Fig. 1: run 1, port wiring
Scale: 3 px per um.
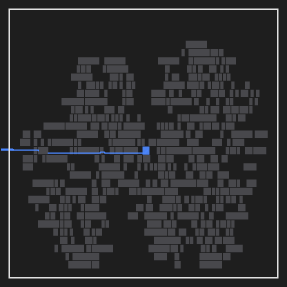
Fig. 2: run 1, gate families picked out
Scale: 6 px per um.
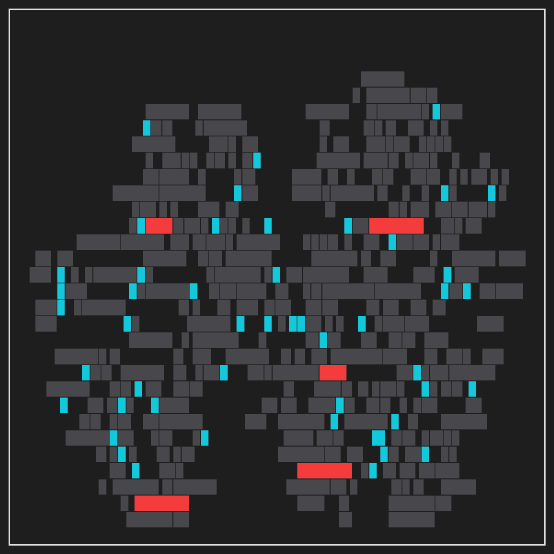
Fig. 3: run 1, placed standard cells
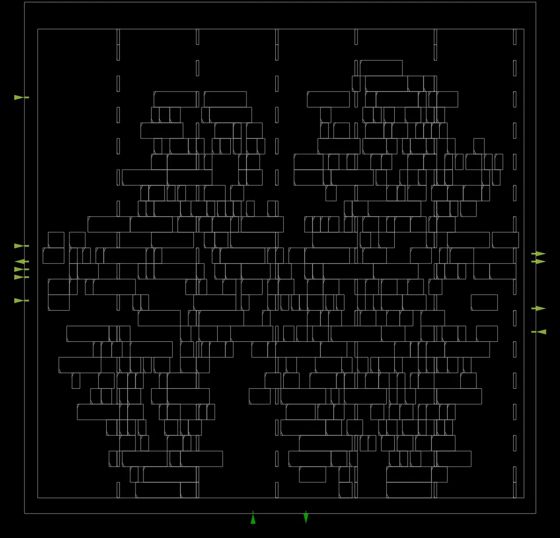
==> config.mk <==
export PLATFORM = sky130hd
export DESIGN_NAME = rega_sched_flat
export DESIGN_NICKNAME = d
export VERILOG_FILES = /design/src/rtl/rega_sched_if.sv /design/src/rtl/rega_sched.sv /design/src/flat_wrapper.sv
export SDC_FILE = /design/constraint.sdc
export NUM_CORES = 1
export LEC_CHECK = 0
export ABC_AREA = 1
export CAP_MARGIN = 20
export CORE_MARGIN = 2
export CORE_UTILIZATION = 30
export CTS_CLUSTER_SIZE = 40
export DETAILED_ROUTE_END_ITERATION = 7
export SKIP_CTS_REPAIR_TIMING = 1
export SLEW_MARGIN = 25
export SYNTH_ARGS = -nofsm -noshare
export SYNTH_HDL_FRONTEND = slang
export SYNTH_SLANG_ARGS = --single-unit
export TNS_END_PERCENT = 5
==> constraint.sdc <==
create_clock -name clk -period 1.2 [get_ports clk]
set_input_delay 0.24 -clock clk [delete_from_list [all_inputs] [get_ports clk]]
set_output_delay 0.24 -clock clk [all_outputs]
set_load 0.005 [all_outputs]
==> Slide: Implementation Results, run 1 <==
Key Metrics from the Run

Final timing
  – Final WS setup: -0.1487 ns
  – Count of endpoints failing setup in the final report: 11
  – TNS Setup: -1.165 ns
  – Max Slew Vio Count: 0
  – RSZ-0062 raised after global routing: true

Hold path
  – Worst min-delay path category: reg -> reg

Worst setup path
  – CP peak stage delay: 0.36 ns
  – Worst path arrival time: 1.54 ns
  – Setup CP Type: reg -> reg
  – Flop2flop setup slack: -0.15 ns
  – Crit path required time: 1.39 ns
  – Crit path max-delay family: simple AND/OR/NAND/NOR gates
  – Stages on worst setup path: 10

Pwr
  – Final Power: 2.600 mW
  – LEAKAGE: 1.326 nW

Synthesis
  – Synth warn: 0
  – Commonest register cell after synthesis: dfxtp_1
  – Ys cells: 307

Global route
  – Initial antenna violation count: 0
  – Gr usage total: 0.1231
  – First-pass GRT wire length: 7.728 mm

Routing
  – Via density: 4.274
  – WL per Instance: 9.677 um

Layout
  – Share of cells above drive strength 1: 0.3396
  – Nets@finish: 385
  – Synthesis-to-layout area growth: 41.32%

Outcome
  – Outcome: complete, but fails checks
  – Failing checks: setup timing

CTS
  – CTS root buffer: clkbuf_8
-- Fig. 1 (at the start) --
port	colour	direction	edge	end cells	buffers	wire
`bus_Alm_ack`	blue	input	left	1	1	44.3 um
# IOs: 12
Port Buffers: 11

-- Fig. 2 (at the start) --
family	colour	cells
adder and majority cells	red	5
inverters	cyan	48
most numerous logic cell after layout: buf_4
non-filler cells, final: 470
Comb/total area: 0.3932

-- Fig. 3 (at the start) --
final core utilization: 0.4437
core area: 6907 um^2
# Taps: 96
seq_cells: 46
std cell rows: 30

run 1: placed cells by master, fill, tap and decap left out, drive strengths merged:
master	instances
clkdlybuf4s50	6
nand3	22
inv	48
o211ai	1
ha	5
clkbuf	7
nand4	3
dfxtp	46
xor2	4
nor3	6
o21bai	2
o21ai	9
nor2	61
xnor2	3
nor3b	3
a32o	1
buf	52
dlymetal6s2s	4
a211oi	2
clkinv	1
nand2	63
a21oi	22
nand3b	2
o22ai	1
run 1: layout make-up:
| cell class | count | area (um^2) | area share |
|---|---|---|---|
| flip-flops and latches | 46 | 948.4 | 0.3095 |
| well taps | 96 | 120.1 | 0.03920 |
| inverters | 48 | 182.7 | 0.05962 |
| clock inverters | 1 | 5.005 | 0.001633 |
| clock buffers | 7 | 86.33 | 0.02817 |
| repair buffers | 62 | 516.7 | 0.1686 |
| multi-input cells | 210 | 1205 | 0.3932 |
run 1: kinds of logic (layout without fill, tap and decap cells):
group / Yosys count / in the layout / share of synthesized area
adders and majority gates: 5 / 5 / 0.02885
xor gates and xnor gates: 7 / 7 / 0.02828
AOI/OAI and AO/OA: 38 / 38 / 0.09636
DFF: 46 / 46 / 0.4247
and+or+nand+nor: 160 / 160 / 0.3329
buffers and inverters: 51 / 118 / 0.08886
run 1: where the power goes:
group / switching, mW / internal, mW
sequential: 0.00611 / 1.53
clock: 0.500 / 0.465
combinational: 0.0454 / 0.0488
total: 0.552 / 2.05
run 1: worst register-to-register path, stage by stage, from the launching register on:
cell	delay, ns
dfxtp_2	0.36
ha_4	0.14
inv_1	0.04
nor2_2	0.12
nand3_2	0.13
nand3_2	0.11
nand2_4	0.09
nand2_4	0.12
nand2_1	0.06
nand2_1	0.05
nor2_1	0.03
run 1: per-stage QoR:
step	hold WS (ns)	instance area (um^2)	setup WS (ns)	instances
floorplan	0.3224	2186	-0.05021	307
global placement	0.3919	2799	-0.2988	462
detailed placement	0.3921	2799	-0.3125	462
CTS	0.4038	2890	-0.4304	470
global route	0.4168	3064	-0.2553	470
finish	0.4026	3064	-0.1487	470
run 1: routing by layer:
metal | track usage | routed length (um) | vias up
met5 | 0 | 0 | -
met4 | 0.04613 | 90 | 0
met3 | 0.03139 | 151 | 8
met2 | 0.2022 | 2078 | 25
met1 | 0.1561 | 2227 | 877
li1 | - | - | 1099
==> run 2, diff against run 1 <==
- SKIP_LAST_GASP: not set -> 1
==> Slide: Implementation Results, run 2 <==
Key Metrics from the Run

Final timing
  – Count of endpoints failing setup in the final report: 33
  – TNS Setup: -3.109 ns
  – RSZ-0062 raised after global routing: true
  – Final WS setup: -0.2731 ns

Floorplan
  – # IOs: 12

Global route
  – Gr usage total: 0.1231
  – First-pass GRT wire length: 7.728 mm
  – Initial antenna violation count: 0

Layout
  – Gate Area: 1072 um^2
  – Top Layout Cells: 58 x nor2_1, 57 x nand2_1, 50 x buf_4
  – Nets@finish: 385
  – Share of cells above drive strength 1: 0.2112
  – Synthesis-to-layout area growth: 33.93%

Worst setup path
  – Crit path max-delay family: buffers and inverters
  – Stages on worst setup path: 2
  – Worst path arrival time: 1.23 ns

Placed design
  – Placed instance count: 462
  – Port Buffers: 11
  – Dpl ws: -0.3125 ns

Pwr
  – LEAKAGE: 1.244 nW
  – Final Power: 2.597 mW

Hold path
  – Worst min-delay path category: reg -> reg

Synthesis
  – Commonest register cell after synthesis: dfxtp_1
  – Synth warn: 0

Routing
  – WL per Instance: 9.174 um

Outcome
  – Outcome: complete, but fails checks
  – Failing checks: setup timing
-- run 2: metal layers --
metal | track usage | share of wire | up-vias
li1 | - | - | 1097
met3 | 0.03139 | 0.044 | 6
met4 | 0.04613 | 0.016 | 0
met5 | 0 | 0 | -
met1 | 0.1561 | 0.50 | 862
met2 | 0.2022 | 0.44 | 27
-- run 2: logic make-up after synthesis --
family          after synthesis  share of synthesized area
compound gates               38                    0.09636
xor+xnor                      7                    0.02828
fa+ha+maj                     5                    0.02885
buf+inv                      51                    0.08886
flops                        46                     0.4247
simple gates                160                     0.3329
-- run 2: cell type report --
class,instances,share of cell area
inverter,48,0.06204
clock inverter,1,0.001723
multi-input combinational,210,0.3692
sequential,46,0.3201
timing repair buffer,62,0.1758
clock buffer,7,0.02973
tap,96,0.04136
-- run 2: where the power goes --
part	internal [mW]	leakage [nW]	switching [mW]
clock network	0.465	0.0482	0.502
logic	0.0472	0.821	0.0408
registers	1.54	0.375	0.00548
-- run 2: per-stage QoR --
stage,cell area [um^2],hold slack (ns),utilization
2_1_floorplan,2186,0.3224,-
3_3_place_gp,2799,0.3919,0.4053
3_5_place_dp,2799,0.3921,0.4053
4_1_cts,2890,0.4038,0.4185
5_1_grt,2904,0.4168,0.4205
6_report,2904,0.4027,0.4205
-- run 2: worst register-to-register path, delay by kind of cell, from the launching register on --
kind          cells  cell delay, ns
fa+ha+maj         1            0.18
flops             1            0.34
simple gates      8            0.80
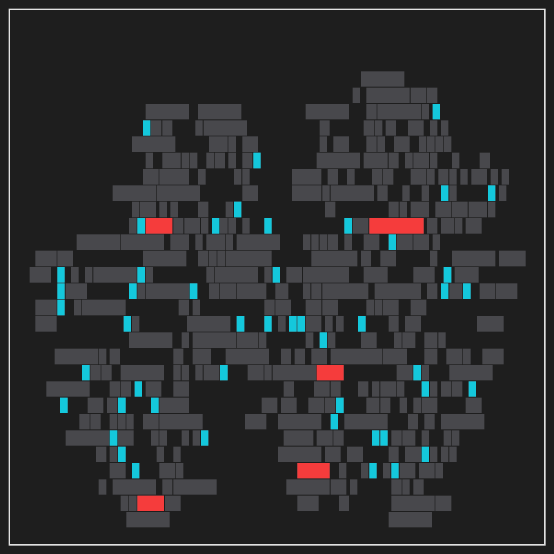
Fig. 4. Gate families picked out (run 2).
Scale: 6 px per um.
family	colour	cells
inverters	cyan	48
adder and majority cells	red	5
Comb/total area: 0.3692
most numerous logic cell after layout: nor2_1

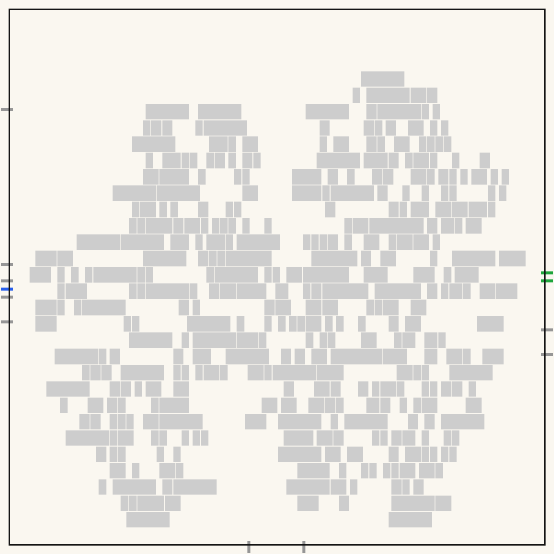
Fig. 5. I/O pins on the die edge (run 2).
Scale: 6 px per um. Pins as bars across the die edge, other pins in grey.
port	colour	pins	direction	edge
`bus_Alm_ack`	blue	1	input	left
`bus_Est`	green	2	output	right
die y size: 89.02 um
Die X: 89.02 um

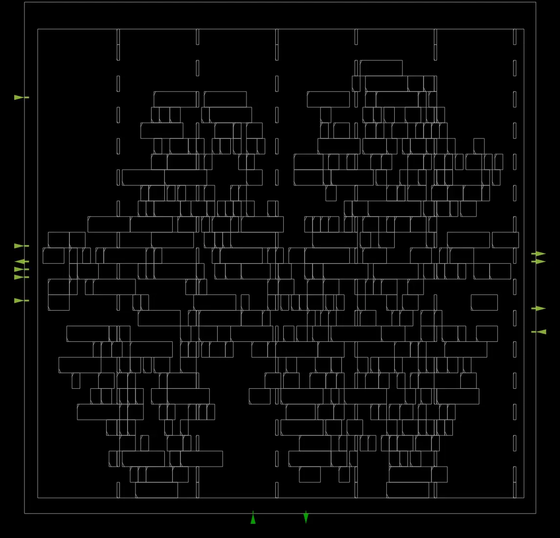
Fig. 6. Placed standard cells (run 2).
filler cell count: 764
Seq area share: 0.3201

Power and IR drop assume default switching activity.
